===== src/rtl/seg_pkg.sv =====
// Shared types and constants for the seven-segment scanner: FSM states,
// the all-off segment pattern and the active-low hex glyph table.
`timescale 1ns/1ps
package seg_pkg;

    typedef enum logic [1:0] {
        IDLE  = 2'd0,
        LOAD  = 2'd1,
        DRIVE = 2'd2,
        BLANK = 2'd3
    } state_t;

    localparam logic [6:0] SEG_OFF = 7'h7F;

    // Active-low, bit0 = segment a ... bit6 = segment g; index is the nibble value.
    localparam logic [6:0] HEX_SEG [16] = '{
        7'b1000000, 7'b1111001, 7'b0100100, 7'b0110000,
        7'b0011001, 7'b0010010, 7'b0000010, 7'b1111000,
        7'b0000000, 7'b0010000, 7'b0001000, 7'b0000011,
        7'b1000110, 7'b0100001, 7'b0000110, 7'b0001110
    };

endpackage


===== src/rtl/hex_to_seg.sv =====
// Combinational nibble-to-glyph decode; the scanner registers the result.
`timescale 1ns/1ps
module hex_to_seg
    import seg_pkg::*;
(
    input  logic [3:0] nibble,
    output logic [6:0] seg_n
);

    assign seg_n = HEX_SEG[nibble];

endmodule


===== src/rtl/seven_seg_scanner.sv =====
// Multiplexed seven-segment display scanner with a per-frame input snapshot,
// inter-digit blanking and glitch-free registered anode/segment outputs.
`timescale 1ns/1ps
module seven_seg_scanner
    import seg_pkg::*;
#(
    parameter int NUM_DIGITS   = 4,
    parameter int BLANK_CYCLES = 2
) (
    input  logic                    clk,
    input  logic                    reset,
    input  logic                    enable,
    input  logic                    tick,
    input  logic [4*NUM_DIGITS-1:0] digits_in,
    input  logic [NUM_DIGITS-1:0]   dp_in,
    input  logic [NUM_DIGITS-1:0]   blank_in,
    output logic [6:0]              seg_n,
    output logic                    dp_n,
    output logic [NUM_DIGITS-1:0]   an_n,
    output logic                    frame_done
);

    localparam int               IDX_W      = $clog2(NUM_DIGITS);
    localparam logic [IDX_W-1:0] LAST_IDX   = IDX_W'(NUM_DIGITS - 1);
    localparam logic [7:0]       BLANK_LOAD = 8'(BLANK_CYCLES - 1);

    state_t                  state, state_nxt;
    logic [IDX_W-1:0]        idx, idx_nxt;
    logic [7:0]              cnt, cnt_nxt;
    logic                    done_nxt;

    logic [4*NUM_DIGITS-1:0] snap_digits, snap_digits_nxt;
    logic [NUM_DIGITS-1:0]   snap_dp, snap_dp_nxt;
    logic [NUM_DIGITS-1:0]   snap_blank, snap_blank_nxt;

    logic [3:0]              nibble;
    logic [6:0]              seg_dec;
    logic [NUM_DIGITS-1:0]   an_nxt;
    logic [6:0]              seg_nxt;
    logic                    dp_nxt;

    always_comb begin
        state_nxt = state;
        idx_nxt   = idx;
        cnt_nxt   = cnt;
        done_nxt  = 1'b0;
        if (!enable) begin
            state_nxt = IDLE;
            idx_nxt   = '0;
            cnt_nxt   = '0;
        end else begin
            case (state)
                IDLE: begin
                    state_nxt = LOAD;
                    idx_nxt   = '0;
                end
                LOAD:  state_nxt = DRIVE;
                DRIVE: begin
                    if (tick) begin
                        state_nxt = BLANK;
                        cnt_nxt   = BLANK_LOAD;
                    end
                end
                BLANK: begin
                    if (cnt == 8'd0) begin
                        if (idx == LAST_IDX) begin
                            state_nxt = LOAD;
                            idx_nxt   = '0;
                            done_nxt  = 1'b1;
                        end else begin
                            state_nxt = DRIVE;
                            idx_nxt   = idx + IDX_W'(1);
                        end
                    end else begin
                        cnt_nxt = cnt - 8'd1;
                    end
                end
                default: state_nxt = IDLE;
            endcase
        end
    end

    // Outputs are computed from next-state values so anode and segments
    // for a digit land on the same edge that enters DRIVE.
    assign snap_digits_nxt = (state == LOAD) ? digits_in : snap_digits;
    assign snap_dp_nxt     = (state == LOAD) ? dp_in     : snap_dp;
    assign snap_blank_nxt  = (state == LOAD) ? blank_in  : snap_blank;
    assign nibble          = snap_digits_nxt[4*idx_nxt +: 4];

    hex_to_seg u_hex_to_seg (
        .nibble (nibble),
        .seg_n  (seg_dec)
    );

    always_comb begin
        an_nxt  = '1;
        seg_nxt = SEG_OFF;
        dp_nxt  = 1'b1;
        if (state_nxt == DRIVE) begin
            an_nxt = ~(NUM_DIGITS'(1) << idx_nxt);
            if (!snap_blank_nxt[idx_nxt]) begin
                seg_nxt = seg_dec;
                dp_nxt  = ~snap_dp_nxt[idx_nxt];
            end
        end
    end

    // frame_done is high during the LOAD cycle that follows the final blank.
    always_ff @(posedge clk or posedge reset) begin
        if (reset) begin
            state       <= IDLE;
            idx         <= '0;
            cnt         <= '0;
            snap_digits <= '0;
            snap_dp     <= '0;
            snap_blank  <= '0;
            an_n        <= '1;
            seg_n       <= SEG_OFF;
            dp_n        <= 1'b1;
            frame_done  <= 1'b0;
        end else begin
            state       <= state_nxt;
            idx         <= idx_nxt;
            cnt         <= cnt_nxt;
            snap_digits <= snap_digits_nxt;
            snap_dp     <= snap_dp_nxt;
            snap_blank  <= snap_blank_nxt;
            an_n        <= an_nxt;
            seg_n       <= seg_nxt;
            dp_n        <= dp_nxt;
            frame_done  <= done_nxt;
        end
    end

endmodule


===== config.mk =====
export PLATFORM = sky130hd
export DESIGN_NAME = seven_seg_scanner
export DESIGN_NICKNAME = d
export VERILOG_FILES = /design/src/rtl/seg_pkg.sv /design/src/rtl/hex_to_seg.sv /design/src/rtl/seven_seg_scanner.sv
export SDC_FILE = /design/constraint.sdc
export NUM_CORES = 1
export LEC_CHECK = 0
export CORE_MARGIN = 2
export CORE_UTILIZATION = 45
export DETAILED_ROUTE_END_ITERATION = 10
export GPL_ROUTABILITY_DRIVEN = 0
export PLACE_DENSITY = 0.8
export SYNTH_ARGS = -nofsm -noshare
export SYNTH_HDL_FRONTEND = slang
export SYNTH_SLANG_ARGS = --single-unit

===== constraint.sdc =====
create_clock -name clk -period 3.38 [get_ports clk]
set_input_delay 0.507 -clock clk [delete_from_list [all_inputs] [get_ports clk]]
set_output_delay 0.507 -clock clk [all_outputs]
set_load 0.005 [all_outputs]

Fig. 1: run 1, placement view
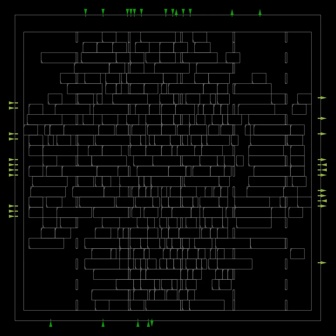
Seq area share: 36.5%
Filler cells: 452
total core area: 5570 um2

Fig. 2: run 1, met3 routing
The bar under the picture is 20 um long.
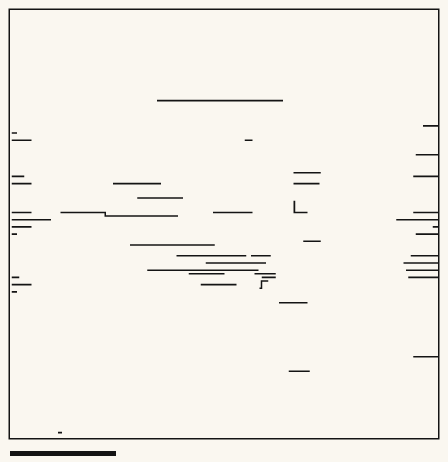
nets with wire on the layer: 39
wire length on this layer: 266 um

Fig. 3: run 1, register map, names as in the netlist
The bar under the picture is 20 um long.
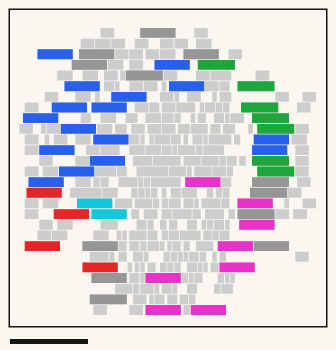
legend:
  cyan:
    netlist_name: `idx`
    placed_flops: 2
  magenta:
    netlist_name: `cnt`
    placed_flops: 8
  blue:
    netlist_name: `snap_digits`
    placed_flops: 16
  red:
    netlist_name: `snap_blank`
    placed_flops: 4
  green:
    netlist_name: `seg_n`
    placed_flops: 7
not coloured: 12

==> run notes, run 1 <==
fresh numbers from the pnr run: Crit-path slowest cell or4b_2, residual DRC count 0, initial DRC count around 220, wire length per cell 15.5 um, CP Cell Sequence inv_1, ha_1, or4b_2, nor3_1, o21ai_1, inv_2, buf_12, buf_4, mux4_2, nor2b_1, buf_4, o221ai_1, diode count 0, initial antenna violation count 0, cell count in the Yosys report 240, CTS tree yes, Clock Path Buffers 2, Avg Cell Area, Syn 11.0 um2, post-DP HPWL 4070 um, GRT Total Usage a little under a fifth, status finished, final reports clean, CP Launch Point state[0], vias in the first global route around 1900, largest net degree at the start of global routing about 50, Total Negative Setup Slacks 0 ps, Reg clk slew, reported paths 90 ps, Place WS -5.77 ps, most frequent cells in the layout clkdlybuf4s50_1 (40), dfrtp_1 (37), buf_4 (22), mux2_2 (20), mux2i_1 (20), Slew Limit Fails 0, PnR worst setup slack 105 ps, Initial DRT Pass Iterations 4, H-tree levels 2, Die Wd 80.7 um, final worst-path cycle share between 90% and 100%, post-synthesis sequential area ratio a little under half, Synthesized registers 49, reg2reg start state[0], CTS Hold Buffers Added 0, Top Family by Delay on Critical Path simple AND/OR/NAND/NOR gates, CP bufs+invs 5, hold_sp snap_dp[2], grt total ovfl 0, # clock sinks 49, Layout area overhead 28.5%, Vias 2059, final setup fails 0, Endpoint, Worst Hold snap_dp[2], CTS buffer count 5, Final Hold Viols 0, Final Util 61.0%, most used cell, CP buf_4, Critical Path Sink Type flip-flop, synthesis warning total 0, fp util a little under half, PwrDens between 500 and 600 nW/um2, Async SR Flop Fraction 100%, slowest stage delay, CP 620 ps, setup slack, reg-to-reg 110 ps, CP arrival 3480 ps, number of synthesized flops with an enable pin 0, FF-to-FF End seg_n[4], CTS Root Cell clkbuf_8, Critical Path Fanout Max 8, Startpoint Class flip-flop, most numerous logic cell after layout clkdlybuf4s50_1, mapped cell area roughly 2600 um2, yosys stat area 2640 um2, Floorplan Nets 281, Ports slightly above 40, depth of the worst register-to-register path 12, Die Y 80.7 um, first-pass GRT wire length 9000 um, Cells after Synth 240, slew margin rel. 35.0%, share of layout cells above drive strength 1 26.5%, worst clock skew 5.12 ps, Pleak 1.51 nW, Worst Tran Pin Value 976 ps, die area around 6500 um2, row cnt 27, Critical Path RT 3590 ps, Unique cell types between 50 and 60, ys flop type dfrtp_1, OpenROAD warning count 35, Crit Path Class reg -> reg, Late-Pin Clk Latency 290 ps, post-route ant nets 0, Total Wirelength 5800 um, fmax about 300 MHz, Tmin final 3270 ps, MaxCap Viol Count 0, Hold WS 504 ps, Hold Crit Depth 1, via/cell ratio 5.51, Hold WC Path Type reg -> reg, peak supply drop approximately 0.31 mV, port bufs 40, Layout Nets ~340
-- run 1: stage by stage --
stage | area (um2) | total power [mW] | std cells
2_1_floorplan | 2640 | 1.32 | 240
3_3_place_gp | 3170 | 1.50 | 355
3_5_place_dp | 3170 | 1.53 | 355
4_1_cts | 3330 | 1.92 | 368
5_1_grt | 3400 | 2.10 | 374
6_report | 3400 | 1.96 | 374
-- run 1: worst max path at each step --
stage / endpoint / cells past startpoint / slack, ps
CTS: seg_n[3] / 12 / 20
floorplan: seg_n[3] / 13 / 120
global placement: seg_n[3] / 12 / 90
detailed placement: seg_n[3] / 12 / -6
finish: seg_n[4] / 12 / 110
global route: seg_n[4] / 12 / -30
-- run 1: registers in the layout (all words and copies together) (netlist names) --
name	flops
frame_done	1
dp_n	1
snap_digits	16
cnt	8
seg_n	7
state	2
snap_dp	4
idx	2
an_n	4
snap_blank	4
-- run 1: logic make-up (layout without fill, tap and decap cells) --
kind of cell	count (synthesis)	count (layout)	synth area share, %
multiplexers	44	44	18.8
AND/OR/NAND/NOR	60	60	11.6
buffers and inverters	29	91	4.73
flip-flops	49	49	46.9
AND-OR/OR-AND	41	41	10.5
XOR/XNOR	4	4	1.33
adder cells (fa/ha/maj)	13	13	6.15
-- run 1: Yosys cell counts (3+ instances only) --
master / number / area share [%]
dfstp_2: 12 / 12
nand2_1: 10 / 1.4
nand2b_1: 4 / 0.95
a21oi_1: 4 / 0.76
nor2_1: 16 / 2.3
dfrtp_1: 37 / 35
nor3_1: 6 / 1.1
a211oi_1: 3 / 0.85
nand3_1: 11 / 2.1
mux2i_1: 20 / 7.6
ha_1: 13 / 6.2
mux2_2: 20 / 8.5
xor2_1: 3 / 0.99
o21ai_0: 15 / 2.8
buf_2: 4 / 0.76
inv_1: 19 / 2.7
-- run 1: worst register-to-register path: stages, from the launching register on --
cell and delay (ps):
dfrtp_1 400, inv_1 100, ha_1 350, or4b_2 620, nor3_1 240, o21ai_1 200
inv_2 150, buf_12 110, buf_4 120, mux4_2 480, nor2b_1 120, buf_4 170
o221ai_1 120
-- run 1: routing by layer --
| layer | vias up | share of wire (%) | track usage (%) | wire, um |
|---|---|---|---|---|
| met2 | 67 | 48 | 28.8 | 2790 |
| met3 | 7 | 4.6 | 2.47 | 265 |
| met5 | - | 0 | 0 | 0 |
| li1 | 977 | - | - | - |
| met1 | 1008 | 46 | 25.4 | 2660 |
| met4 | 0 | 1.3 | 5.59 | 76 |
-- run 1: area by class of cell --
| cell class | instances | area, um2 | share of cell area [%] |
|---|---|---|---|
| clock buffer | 7 | 96.3 | 2.84 |
| inverter | 20 | 75.1 | 2.21 |
| sequential | 49 | 1240 | 36.5 |
| clock inverter | 1 | 5.00 | 0.147 |
| tap | 72 | 90.1 | 2.65 |
| timing repair buffer | 63 | 586 | 17.2 |
| multi-input combinational | 162 | 1310 | 38.4 |
-- run 1: power by group --
part           leakage, nW  internal (mW)  switching, mW
combinational        0.868          0.393          0.432
clock               0.0542          0.185          0.185
sequential           0.585          0.724         0.0408
total                 1.51           1.30          0.658
-- run 1: timing repair --
item / CTS / global route
pin swaps: 0 / 1
gates resized: 0 / 7
cloned: 0 / 0
buffers inserted: 5 / 6
setup endpoints to repair: 1 / 6
==> run 2: changes to the inputs <==
==> constraint.sdc (replaced) <==
create_clock -name clk -period 3.38 [get_ports clk]
set_input_delay 0.338 -clock clk [delete_from_list [all_inputs] [get_ports clk]]
set_output_delay 0.338 -clock clk [all_outputs]
set_load 0.005 [all_outputs]
==> run notes, run 2 <==
fresh numbers from the pnr run: status finished, final reports clean (unchanged), yosys stat area 2640 um2 (unchanged), post-route ant nets 0 (unchanged), ranking of synthesized cells by area dfrtp_1 (35%), dfstp_2 (12%), mux2_2 (8.5%) (unchanged), Async SR Flop Fraction 100% (unchanged), worst clock skew 13.0 ps (was 5.12 ps), Late-Pin Clk Latency 310 ps (was 290 ps), Critical Path Fanout Max 8 (unchanged), Largest Register snap_digits (unchanged), Net Sw Frac 34.1% (was 33.6%), Crit Path Class reg -> reg (unchanged), # clock sinks 49 (unchanged), port bufs 40 (unchanged), Avg Cell Area, Syn 11.0 um2 (unchanged), dpl cells 355 (unchanged), Critical Path RT 3580 ps (was 3590 ps), ys flop type dfrtp_1 (unchanged), Unique cell types 51 (unchanged), Largest type area fraction 35.0% (unchanged), initial antenna violation count 0 (unchanged), Cells after Synth 240 (unchanged), Critical Path Sink Type flip-flop (unchanged), Total Wirelength 5760 um (was 5800 um), Synthesized registers 49 (unchanged), final setup fails 0 (unchanged), Total Power 1.93 mW (was 1.96 mW), top post-synthesis cells by count dfrtp_1 (37), mux2_2 (20), mux2i_1 (20), inv_1 (19), nor2_1 (16) (unchanged), die area 6500 um2 (unchanged), PwrDens 573 nW/um2 (was 577 nW/um2), via/cell ratio 5.51 (about the same), Filler cells 452 (unchanged), Ports 41 (unchanged), Layout area overhead 27.6% (was 28.5%), Net Sw Power 660 uW (was 658 uW), reg2reg start state[0] (unchanged), Tmin final 3260 ps (was 3270 ps), Reg clk slew, reported paths 100 ps (was 90 ps), area leader, netlist dfrtp_1 (unchanged), CTS buffer count 5 (unchanged), wire length per cell 15.5 um (about the same), largest net degree at the start of global routing 50 (unchanged), CTS Root Cell clkbuf_8 (unchanged), Hold WC Path Type reg -> reg (unchanged), internal power 1.27 mW (was 1.30 mW), Place WS 97.2 ps (was -5.77 ps), PnR worst setup slack 117 ps (was 105 ps), Die Y 80.7 um (unchanged), Final Non-Filler Cells 371 (was 374), largest registers snap_digits: 16 flops, cnt: 8 flops, seg_n: 7 flops (unchanged), Combinational Power Share 42.0% (was 42.1%), Clock Path Buffers 2 (unchanged), mapped cell area 2640 um2 (unchanged), fp util 47.4% (unchanged), Die Wd 80.7 um (unchanged), OpenROAD warning count 35 (unchanged), most frequent cells in the layout clkdlybuf4s50_1 (40), dfrtp_1 (37), mux2_2 (19), mux2i_1 (19), buf_4 (19) (was clkdlybuf4s50_1 (40), dfrtp_1 (37), buf_4 (22), mux2_2 (20), mux2i_1 (20)), GRT Total Usage 18.5% (was 18.0%), Slew Limit Fails 0 (unchanged), Initial DRT Pass Iterations 4 (unchanged), Final Hold Viols 0 (unchanged), CTS Hold Buffers Added 0 (unchanged), number of synthesized flops with an enable pin 0 (unchanged), final worst-path cycle share 96.5% (was 96.9%), vias in the first global route 1938 (was 1866), total core area 5570 um2 (unchanged), first-pass GRT wire length 9220 um (was 9000 um), Pleak 1.48 nW (was 1.51 nW), CP arrival 3460 ps (was 3480 ps), hold_sp snap_digits[12] (was snap_dp[2]), CTS tree yes (unchanged), CP Launch Point state[0] (unchanged), post-synthesis sequential area ratio 46.9% (unchanged), dominant cell by count in the synthesized netlist dfrtp_1 (unchanged), Vias 2045 (was 2059), initial DRC count 204 (was 216), fmax 306 MHz (was 305 MHz)
-- run 2: power groups by stage --
| stage | Combinational, mW | Sequential (mW) | Clock [mW] |
|---|---|---|---|
| final | 0.812 | 0.765 | 0.356 |
| after global routing | 0.890 | 0.779 | 0.395 |
| after CTS | 0.767 | 0.766 | 0.368 |
| after detailed placement | 0.757 | 0.778 | 0 |
| after global placement | 0.740 | 0.770 | 0 |
| after floorplan | 0.552 | 0.765 | 0 |
-- run 2: timing repair --
| action | CTS | global route |
|---|---|---|
| resized | 0 | 9 |
| setup buffers | 0 | 8 |
| setup endpoints to repair | 0 | 7 |
| endpoints found under the hold margin | 0 | 0 |
-- run 2: path summary, 6_finish.rpt --
path                                   endpoint  slack, ps  depth (start not counted)
worst max-delay path                   seg_n[4]        120                         11
worst min-delay path            snap_digits[12]        500                          1
worst max register to register         seg_n[4]        120                         11
worst min register to register  snap_digits[12]        500                          1
max in group asynchronous       snap_digits[13]       2170                          2
min in group asynchronous                idx[1]        590                          2
-- run 2: metrics by stage --
stage	area (um2)	setup TNS (ps)	utilization [%]
5_1_grt	3370	-70.3	60.5
2_1_floorplan	2640	0	-
4_1_cts	3270	0	58.6
3_3_place_gp	3170	0	56.9
6_report	3370	0	60.5
3_5_place_dp	3170	0	56.9
-- run 2: layer usage --
layer / vias to the layer above / GRT usage (%) / share of wire, %
met5: - / 0 / 0
met4: 0 / 5.76 / 1.8
met3: 12 / 3.60 / 5.0
met2: 62 / 28.7 / 47
met1: 1002 / 26.0 / 46
li1: 969 / - / -
-- run 2: cell families (layout without fill, tap and decap cells) --
kind of cell	Yosys count	count (layout)	synth area share (%)
muxes	44	44	18.8
buffers and inverters	29	88	4.73
and+or+nand+nor	60	60	11.6
xor gates and xnor gates	4	4	1.33
AOI/OAI and AO/OA	41	41	10.5
DFF	49	49	46.9
adders and majority gates	13	13	6.15
-- run 2: final cells by class --
cell class / count / area (um2) / share of cell area (%)
clock buffers: 7 / 86.3 / 2.56
clock inverters: 1 / 7.51 / 0.222
inverters: 20 / 75.1 / 2.22
well taps: 72 / 90.1 / 2.67
multi-input cells: 162 / 1310 / 38.9
repair buffers: 60 / 563 / 16.7
flip-flops and latches: 49 / 1240 / 36.8
-- run 2: worst max-delay path: stages (launching register included) --
cell	delay, ps
dfrtp_1	400
inv_1	100
ha_1	360
or4b_2	640
nor3_1	250
o21ai_2	140
inv_2	150
buf_4	140
mux4_2	500
nor2b_1	140
buf_4	180
o221ai_1	160
Fig. 4: run 2, met3 routing
The bar under the picture is 20 um long.
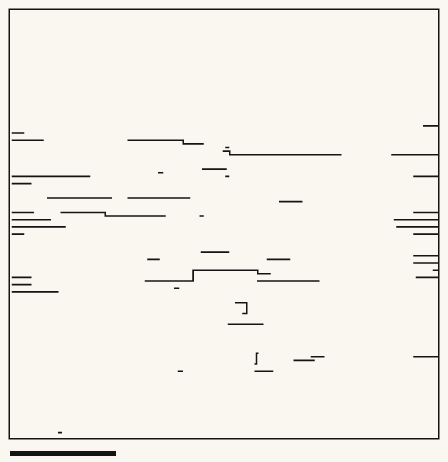
longest straight run: 20.9 um
main direction: horizontal
wire length on this layer: 286 um
share of all routed wire: 5.0%
nets with wire on the layer: 40

Fig. 5: run 2, placement view
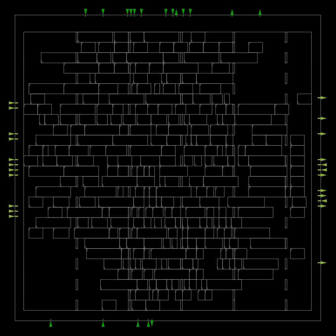
Seq cells: 49
row cnt: 27
Final Util: 60.5%
Tapcell Cnt: 72

==> run 3: changes to the inputs <==
DONT_BUFFER_PORTS = 1   (was default)
PLACE_DENSITY = 0.71   (was 0.8)
Fig. 6: run 3, cell classes on the final placement
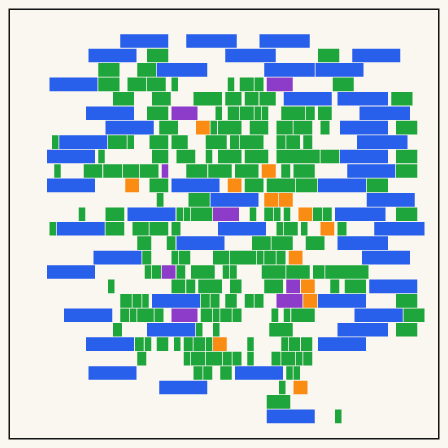
legend:
  orange:
    class: remaining buffers and delay cells
    cells: 13
  green:
    class: combinational and other logic
    cells: 182
  purple:
    class: clock drivers and dummy loads
    cells: 8
  blue:
    class: sequential cells
    cells: 49

Fig. 7: run 3, placement view
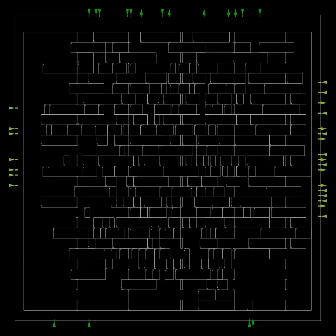
Final Util: 51.6%
Filler cells: 515

==> run notes, run 3 <==
fresh numbers from the pnr run: status finished, final reports clean (unchanged), initial DRC count 72 (was 204), final setup fails 0 (unchanged), slew margin rel. 34.3% (was 33.6%), port bufs 0 (was 40), top post-synthesis cells by count dfrtp_1 (37), mux2_2 (20), mux2i_1 (20), inv_1 (19), nor2_1 (16) (unchanged), CTS buffer count 5 (unchanged), area leader, netlist dfrtp_1 (unchanged), post-DP HPWL 3930 um (was 4150 um), die area 6500 um2 (unchanged), Critical Path RT 3610 ps (was 3580 ps), Synthesized registers 49 (unchanged), setup slack, reg-to-reg 140 ps (was 120 ps), Largest Register snap_digits (unchanged), grt total ovfl 0 (unchanged), diode count 0 (unchanged), dpl cells 315 (was 355), ranking of synthesized cells by area dfrtp_1 (35%), dfstp_2 (12%), mux2_2 (8.5%) (unchanged), Largest register FFs 16 (unchanged), OpenROAD warning count 35 (unchanged), number of synthesized flops with an enable pin 0 (unchanged), Reg clk slew, reported paths 90 ps (was 100 ps), Crit Path Class reg -> reg (unchanged), via/cell ratio 5.60 (was 5.51), GRT Total Usage 17.0% (was 18.5%), # clock sinks 49 (unchanged), Final Hold Viols 0 (unchanged), Hold WS 140 ps (was 504 ps), worst clock skew 8.32 ps (was 13.0 ps), share of layout cells above drive strength 1 27.0% (was 26.1%), first-pass GRT wire length 8440 um (was 9220 um), ys flop type dfrtp_1 (unchanged), H-tree levels 2 (unchanged), Die Y 80.7 um (unchanged), row cnt 27 (unchanged), Async SR Flop Fraction 100% (unchanged), CTS tree yes (unchanged), mapped cell area 2640 um2 (unchanged), Largest type area fraction 35.0% (unchanged), Cells after Synth 240 (unchanged), MaxCap Viol Count 0 (unchanged), CTS Root Cell clkbuf_8 (unchanged), Post-DP Area 2770 um2 (was 3170 um2), Hold WC Path Type in -> async (was reg -> reg), Critical Path Sink Type flip-flop (unchanged), Unique cell types 51 (unchanged), Worst Tran Pin Value 983 ps (was 994 ps), Floorplan Nets 281 (unchanged), reg2reg start cnt[0] (was state[0]), post-route ant nets 0 (unchanged), Final Non-Filler Cells 324 (was 371), post-synthesis sequential area ratio 46.9% (unchanged), Total Wirelength 5170 um (was 5760 um), Pleak 1.28 nW (was 1.48 nW), synthesis warning total 0 (unchanged), cell count in the Yosys report 240 (unchanged), Clock Path Buffers 2 (unchanged), Late-Pin Clk Latency 310 ps (about the same), PwrDens 629 nW/um2 (was 573 nW/um2), total core area 5570 um2 (unchanged), most numerous logic cell after layout dfrtp_1 (was clkdlybuf4s50_1), Initial DRT Pass Iterations 4 (unchanged), Layout Nets 292 (was 339), Avg Cell Area, Syn 11.0 um2 (unchanged), FF-to-FF End seg_n[3] (was seg_n[4]), design area 2880 um2 (was 3370 um2), wire length per cell 16.0 um (was 15.5 um), vias in the first global route 1789 (was 1938), final worst-path cycle share 95.9% (was 96.5%), Slew Limit Fails 0 (unchanged), Tmin final 3240 ps (was 3260 ps), yosys stat area 2640 um2 (unchanged), residual DRC count 0 (unchanged), largest registers snap_digits: 16 flops, cnt: 8 flops, seg_n: 7 flops (unchanged), Layout area overhead 8.90% (was 27.6%), CP Launch Point cnt[0] (was state[0]), CP arrival 3470 ps (was 3460 ps), initial antenna violation count 0 (unchanged), fmax 309 MHz (was 306 MHz), peak supply drop 0.233 mV (was 0.315 mV), fp util 47.4% (unchanged), most frequent cells in the layout dfrtp_1 (37), mux2_2 (20), mux2i_1 (20), nor2_1 (16), inv_1 (16) (was clkdlybuf4s50_1 (40), dfrtp_1 (37), mux2_2 (19), mux2i_1 (19), buf_4 (19)), Die Wd 80.7 um (unchanged), dominant cell by count in the synthesized netlist dfrtp_1 (unchanged), largest net degree at the start of global routing 50 (unchanged), Critical Path Fanout Max 5 (was 8), Startpoint Class flip-flop (unchanged), Ports 41 (unchanged), depth of the worst register-to-register path 12 (was 11), Vias 1813 (was 2045)
run 3: worst max path at each step:
stage / end / slack, ps / cells past startpoint
after floorplan: seg_n[3] / 120 / 13
after global placement: seg_n[3] / 190 / 12
after detailed placement: seg_n[3] / 120 / 12
after CTS: seg_n[3] / 100 / 12
after global routing: seg_n[3] / -4 / 12
final: seg_n[3] / 140 / 12
run 3: metrics by stage:
step | setup TNS [ps] | setup slack (ps) | utilization (%) | total power, mW
after floorplan | 0 | 118 | - | 1.32
final | 0 | 139 | 51.6 | 1.81
after detailed placement | 0 | 121 | 49.8 | 1.48
after CTS | 0 | 97.1 | 51.3 | 1.82
after global routing | -4.20 | -4.20 | 51.6 | 1.93
after global placement | 0 | 195 | 49.8 | 1.45
run 3: final cells by class:
type / count / area [um2] / share of cell area, %
Inverter: 20 / 75.1 / 2.61
Clock buffer: 6 / 72.6 / 2.52
Sequential cell: 49 / 1240 / 43.1
Clock inverter: 2 / 15.0 / 0.522
Tap cell: 72 / 90.1 / 3.13
Multi-Input combinational cell: 162 / 1290 / 44.7
Timing Repair Buffer: 13 / 97.6 / 3.39
run 3: worst max-delay path, stage by stage (launching register included):
cell,delay [ps]
dfrtp_1,420
inv_2,100
ha_1,180
or4b_4,480
or4_1,510
o311a_2,180
mux2_4,330
mux2i_4,180
inv_1,100
ha_1,250
nor3b_1,160
a211oi_1,190
o21ai_0,100
run 3: power by group:
| group | internal, mW | switching (mW) | leakage [nW] |
|---|---|---|---|
| clock network | 0.146 | 0.195 | 0.0374 |
| logic | 0.318 | 0.388 | 0.659 |
| registers | 0.724 | 0.0390 | 0.585 |
| total | 1.19 | 0.622 | 1.28 |
run 3: layer usage:
metal  up-vias  routed length [um]  GRT usage, %
li1        877                   -             -
met1       874                2340          22.2
met2        57                2350          26.4
met3         5                 407          5.39
met4         0                  79          6.10
met5         -                   0             0
run 3: cells by family after synthesis:
kind of cell,Yosys count,share of synthesized area (%)
xor gates and xnor gates,4,1.33
adders and majority gates,13,6.15
and+or+nand+nor,60,11.6
DFF,49,46.9
AOI/OAI and AO/OA,41,10.5
buffers and inverters,29,4.73
muxes,44,18.8
run 3: timing repair:
action,in CTS,in global routing
resized,0,4
hold buffers,0,0
buffers inserted,0,1
endpoints found under the setup margin,0,3

==> gallery <==
Cell density map.
8 x 8 tiles, from white (low) to dark blue (high), 0 to 100% covered.
picture 1
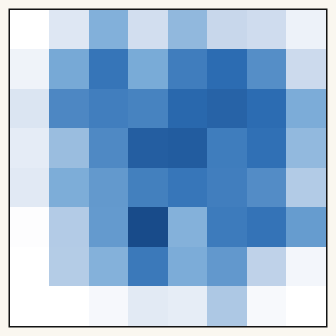
picture 2
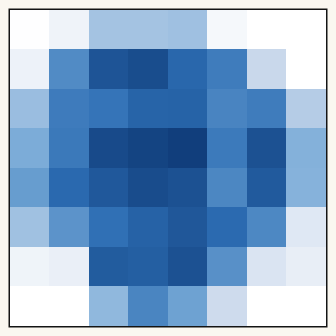
picture 3
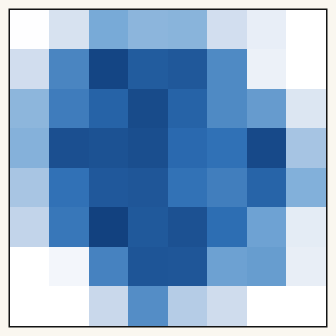
- lowest utilization: picture 1
- run 1 = picture 2
- run 2 = picture 3
- run 3 = picture 1

Key to picture 2:
fullest tile: 94%
mean over tiles: 51%
densest ninth of the die: middle
tiles over 75% full: 31%
nearly empty tiles: 13%

Power figures rest on the tool's default switching activity, not on a simulated workload.
